$ cat config.mk
export PLATFORM = sky130hd
export DESIGN_NAME = tx_scrambler
export DESIGN_NICKNAME = d
export VERILOG_FILES = /design/src/rtl/tx_scrambler.sv
export SDC_FILE = /design/constraint.sdc
export NUM_CORES = 1
export LEC_CHECK = 0
export CORE_MARGIN = 1.5
export CORE_UTILIZATION = 39
export CTS_CLUSTER_SIZE = 10
export DETAILED_ROUTE_END_ITERATION = 6
export GPL_ROUTABILITY_DRIVEN = 0
export PLACE_DENSITY = 0.59
export SETUP_SLACK_MARGIN = 0.3
export SYNTH_ARGS = -nofsm -noshare
export SYNTH_HDL_FRONTEND = slang
export SYNTH_SLANG_ARGS = --single-unit
$ cat constraint.sdc
create_clock -name Clk -period 3.7 [get_ports Clk]
set_clock_uncertainty 0.15 [all_clocks]
set_input_delay 0.925 -clock Clk [delete_from_list [all_inputs] [get_ports Clk]]
set_output_delay 0.925 -clock Clk [all_outputs]
set_load 0.01 [all_outputs]
$ cat src/rtl/tx_scrambler.sv
// Serial frame transmitter: unscrambled SIGNAL header followed by a scrambled
// SERVICE/DATA stream using the x^7 + x^4 + 1 additive scrambler.
module tx_scrambler (
  input  logic        Clk,
  input  logic        Reset,
  input  logic        start,
  input  logic [3:0]  rate_in,
  input  logic [11:0] length_in,
  input  logic [6:0]  seed_in,
  input  logic        data_in,
  output logic        data_req,
  output logic        data_out,
  output logic        data_valid,
  output logic        busy,
  output logic        done
);

  typedef enum logic [1:0] {
    IDLE    = 2'd0,
    SIGNAL  = 2'd1,
    SERVICE = 2'd2,
    DATA    = 2'd3
  } state_t;

  state_t      state_r, state_s;
  logic [14:0] cnt_r, cnt_s;
  logic [3:0]  rate_r;
  logic [11:0] len_r;
  logic [6:0]  scr_r, scr_s;  // scr_r[0] = s1 ... scr_r[6] = s7
  logic        data_out_r, data_out_s;
  logic        data_valid_r, data_valid_s;
  logic        done_r, done_s;
  logic        fb_s;
  logic [23:0] sig_s;
  logic [14:0] data_last_s;

  function automatic logic even_parity(input logic [16:0] v);
    return ^v;
  endfunction

  assign fb_s        = scr_r[3] ^ scr_r[6];
  assign sig_s       = {6'b000000, even_parity({len_r, 1'b0, rate_r}), len_r, 1'b0, rate_r};
  assign data_last_s = {len_r, 3'b000} - 15'd1;

  assign data_req   = (state_r == DATA);
  assign busy       = (state_r != IDLE);
  assign data_out   = data_out_r;
  assign data_valid = data_valid_r;
  assign done       = done_r;

  // Next-state, counter, scrambler and output-bit selection.
  always_comb begin
    state_s      = state_r;
    cnt_s        = cnt_r;
    scr_s        = scr_r;
    data_out_s   = 1'b0;
    data_valid_s = 1'b0;
    done_s       = 1'b0;
    case (state_r)
      IDLE: begin
        if (start) begin
          state_s = SIGNAL;
          cnt_s   = 15'd0;
          scr_s   = (seed_in == 7'd0) ? 7'h7F : seed_in;
        end else begin
          state_s = IDLE;
        end
      end
      SIGNAL: begin
        data_out_s   = sig_s[cnt_r[4:0]];
        data_valid_s = 1'b1;
        if (cnt_r == 15'd23) begin
          state_s = SERVICE;
          cnt_s   = 15'd0;
        end else begin
          cnt_s = cnt_r + 15'd1;
        end
      end
      SERVICE: begin
        data_out_s   = fb_s;
        data_valid_s = 1'b1;
        scr_s        = {scr_r[5:0], fb_s};
        if (cnt_r == 15'd15) begin
          cnt_s = 15'd0;
          // A zero-length frame ends on the last service bit.
          if (len_r == 12'd0) begin
            done_s  = 1'b1;
            state_s = IDLE;
          end else begin
            state_s = DATA;
          end
        end else begin
          cnt_s = cnt_r + 15'd1;
        end
      end
      DATA: begin
        data_out_s   = data_in ^ fb_s;
        data_valid_s = 1'b1;
        scr_s        = {scr_r[5:0], fb_s};
        if (cnt_r == data_last_s) begin
          done_s  = 1'b1;
          state_s = IDLE;
          cnt_s   = 15'd0;
        end else begin
          cnt_s = cnt_r + 15'd1;
        end
      end
      default: begin
        state_s = IDLE;
        cnt_s   = 15'd0;
      end
    endcase
  end

  // State, counter, scrambler and registered outputs.
  always_ff @(posedge Clk) begin
    if (Reset) begin
      state_r      <= IDLE;
      cnt_r        <= 15'd0;
      scr_r        <= 7'd0;
      data_out_r   <= 1'b0;
      data_valid_r <= 1'b0;
      done_r       <= 1'b0;
    end else begin
      state_r      <= state_s;
      cnt_r        <= cnt_s;
      scr_r        <= scr_s;
      data_out_r   <= data_out_s;
      data_valid_r <= data_valid_s;
      done_r       <= done_s;
    end
  end

  // Frame parameters are captured at start and need no reset value.
  always_ff @(posedge Clk) begin
    if ((state_r == IDLE) && start) begin
      rate_r <= rate_in;
      len_r  <= length_in;
    end else begin
      rate_r <= rate_r;
      len_r  <= len_r;
    end
  end

endmodule

**Clock nets**

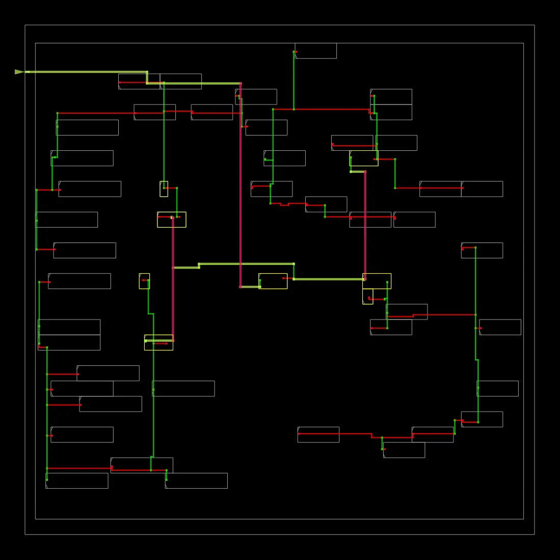
Clock group: 298 uW
latest clock arrival within the worst-skew pair: 0.30 ns

**Cell sizes after repair**

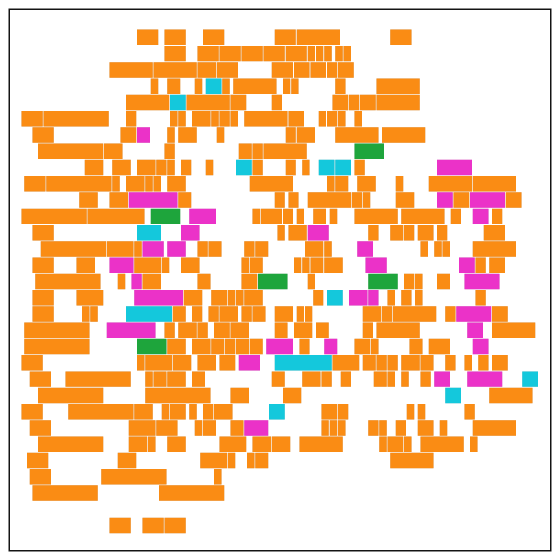
| colour | size | cells |
|---|---|---|
| green | drive 6 and up | 5 |
| cyan | drive 3 to 4 | 12 |
| magenta | drive 2 | 30 |
| orange | drive 1 or less | 309 |
Syn-to-layout area delta: 15.21%
worst setup margin: 0.6078 ns

**Cell classes on the final placement**

Bar = 20 um. Fill, decap, tap and diode cells in grey.
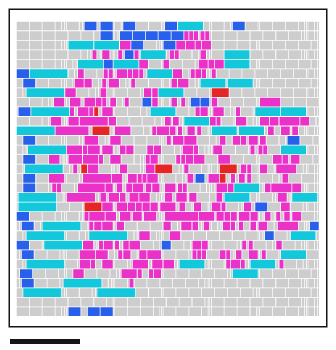
| colour | class | cells | share of their area |
|---|---|---|---|
| blue | other buffers and delay cells | 40 | 11% |
| cyan | flip-flops | 43 | 31% |
| red | clock drivers and dummy loads | 8 | 2.5% |
| magenta | all other logic | 265 | 55% |
# rows: 31
Final Core Density: 46.91%
Seq/total area: 29.85%
final std cell area, no fill: 3421 um^2

**The metal 2 layer**

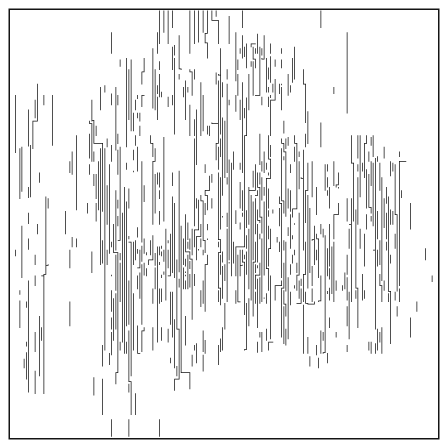
wire length on this layer: 3450 um
share of all routed wire: 47%
nets with wire on the layer: 339
main direction: vertical
overall routed net length: 7289 um
vias: 2575
met2 Use GR: 30.93%

==> out/qor.txt <==
Worst Setup Start Kind -> flop
Register Area -> 1021 um^2
worst vdd ir -> 0.1597 mV
die width -> 90.25 um
Max-area cell share -> 18.20%
layout cells sized above 1 -> 13.20%
Cell Type Count -> 65
P per Cell Area -> 300.8 nW/um^2
largest net degree at the start of global routing -> 18
yosys stat area -> 2969 um^2
Sw Ratio -> 27.10%
drc violations -> 0
maximum net fanout on the critical path -> 11
synthesized area per cell -> 9.108 um^2
tool warnings -> 27
dpl ws -> 0.5953 ns
setup bufs post-CTS -> 0
Synth flops -> 43
Seq pwr share -> 52.4%
nets -> 390
crit path DRT -> 3.76 ns
hold buffers post-CTS -> 0
count of placed standard cells including taps -> 447
Synth area leader -> dfxtp_1
CTS Buffer Depth -> 2
GRT busiest layer -> met2
Setup Crit Path Kind -> reg -> reg
number of fill cells -> 743
Reg2Reg Launch Point -> len_r[0]$_DFFE_PP_
Resized cells post-CTS -> 0
DRT Pass-1 Iters -> 5
fp_density -> 40.72%
Slew Limit Headroom -> 55.16%
launch point of the worst hold path -> scr_r[0]$_SDFFE_PP0P_
final hold slack -> 0.3060 ns
status -> completed
vias in the first global route -> 2435
most frequent cells in the layout -> nand2_1, clkdlybuf4s50_1, dfxtp_1, nor2_1, nand3_1
post-DP HPWL -> 5496 um
Critical Path Max Stage Delay -> 0.51 ns
DIE AREA -> 8145 um^2
synth warn -> 0
crit path from -> len_r[0]$_DFFE_PP_
Worst-path clk slew -> 0.08 ns
met1 GRT Util -> 25.46%
Synth Net Count -> 361
dpl cell area -> 3333 um^2
final hold violation count -> 0
top cells, area -> dfxtp_1, edfxtp_1, xnor2_1
Antenna Nets Post-Route -> 0
crit path buf inv count -> 1
M3 GR Usage -> 3.030%
Via density -> 5.659
min Tclk post-route -> 3.092 ns
max-cap viol count -> 0
setup TNS -> 0 ns
height of the die -> 90.25 um
logic area -> 1740 um^2
Netlist Area Pre-Place -> 2969 um^2
Post-Synthesis Cells -> 326
starting DRC count in detailed routing -> 188
Worst Max-Slew Pin Slew -> 0.6701 ns
Tcrit/Tclk final -> 83.57%
htree depth -> 2
non-filler cells, final -> 455
Final setup viols -> 0
Comb pwr share -> 18.6%
IO Port Bufs -> 31
Hold Path Class -> reg -> reg
asr flop ratio synth -> 0%
CTS tree -> yes
Critical Path Sink Type -> flop
crit-path cells -> inv_1, ha_1, or3b_4, o31ai_4, nand2_1, a211o_1, a311oi_4, nor2_2, o311ai_2
Leak -> 0.001233 uW
Remaining Overflow, GRT -> 0
Num Clock Sinks -> 43
Max Slew Vio Count -> 0
CTS Buf Count -> 5
diode count -> 0
Top cell excl fill/tap -> nand2_1
Achievable Freq -> 323.4 MHz
Post-synth EDFFs -> 16
ys flop type -> dfxtp_1
IO Pins -> 32
RSZ-0062 raised after global routing -> false
Top delay family on crit path -> AND-OR/OR-AND gates
initial antenna violation count -> 0
slowest CP cell -> edfxtp_1
first-pass GRT wire length -> 12320 um
power share of the clock group -> 28.9%
Net Switching -> 278.8 uW
ys cells -> 326
Pint -> 750.1 uW
WL/cell -> 16.02 um
placeable core area -> 7292 um^2
R2R Setup Slk -> 0.61 ns
Arr. time, crit path -> 3.15 ns
register share after synthesis -> 34.39%
root buf cell -> clkbuf_8
GRT Total Usage -> 18.86%
-- final cells by class --
type	count	area share, %
clock buffer	7	2.268
clock inverter	1	0.1463
inverter	20	2.195
multi-input combinational	245	50.88
sequential	43	29.85
tap	99	3.621
timing repair buffer	40	11.05
-- power by group through the flow --
| stage | combinational (uW) | sequential [uW] | clock [uW] |
|---|---|---|---|
| after floorplan | 131 | 540 | 0 |
| after global placement | 190 | 550 | 0 |
| after detailed placement | 192 | 550 | 0 |
| after CTS | 193 | 539 | 312 |
| after global routing | 213 | 543 | 323 |
| final | 192 | 540 | 298 |
-- cells by family (layout without fill, tap and decap cells) --
logic type	count (synthesis)	in the layout	share of synthesized area, %
DFF	43	43	34.39
muxes	6	6	3.919
adders and majority gates	8	8	3.371
buffers and inverters	38	68	7.164
AOI/OAI and AO/OA	66	66	17.66
and+or+nand+nor	139	139	25.83
xor gates and xnor gates	26	26	7.670
-- synth_stat cells, types with 8 or more instances --
library cell / count
o21ai_0: 19
nor2_1: 22
xor2_1: 8
edfxtp_1: 16
nand2_1: 32
xnor2_1: 18
ha_1: 8
nor3_1: 8
inv_1: 20
nand3_1: 21
dfxtp_1: 27
nand4_1: 8
-- routing by layer --
layer / vias to the layer above / routed length [um]
li1: 1257 / -
met1: 1221 / 3344
met2: 84 / 3448
met3: 13 / 383
met4: 0 / 112
met5: - / 0
-- path summary, 6_finish.rpt --
check             cells after the start                     to
setup / recovery                      9  cnt_r[7]$_SDFFE_PP0P_
hold / removal                        2  scr_r[1]$_SDFFE_PP0P_
setup reg to reg                      9  cnt_r[7]$_SDFFE_PP0P_
hold reg to reg                       2  scr_r[1]$_SDFFE_PP0P_
-- through the flow --
step | total power, uW | util [%]
after global placement | 740.0 | 45.71
final | 1029 | 46.91
after global routing | 1080 | 46.91
after detailed placement | 742.5 | 45.71
after CTS | 1045 | 46.84
after floorplan | 670.5 | -
-- registers in the layout (all words and copies together), names as in the netlist --
register	cells
cnt_r	15
len_r	12
scr_r	7
rate_r	4
state_r	2
data_out	1
data_valid	1
done	1
-- worst reg2reg max path: stages (launching register included) --
cell and delay [ns]:
edfxtp_1 0.51, inv_1 0.10, ha_1 0.20, or3b_4 0.43, o31ai_4 0.21, nand2_1 0.10, a211o_1 0.37, a311oi_4 0.42
nor2_2 0.22, o311ai_2 0.30
Power figures rest on the tool's default switching activity, not on a simulated workload.
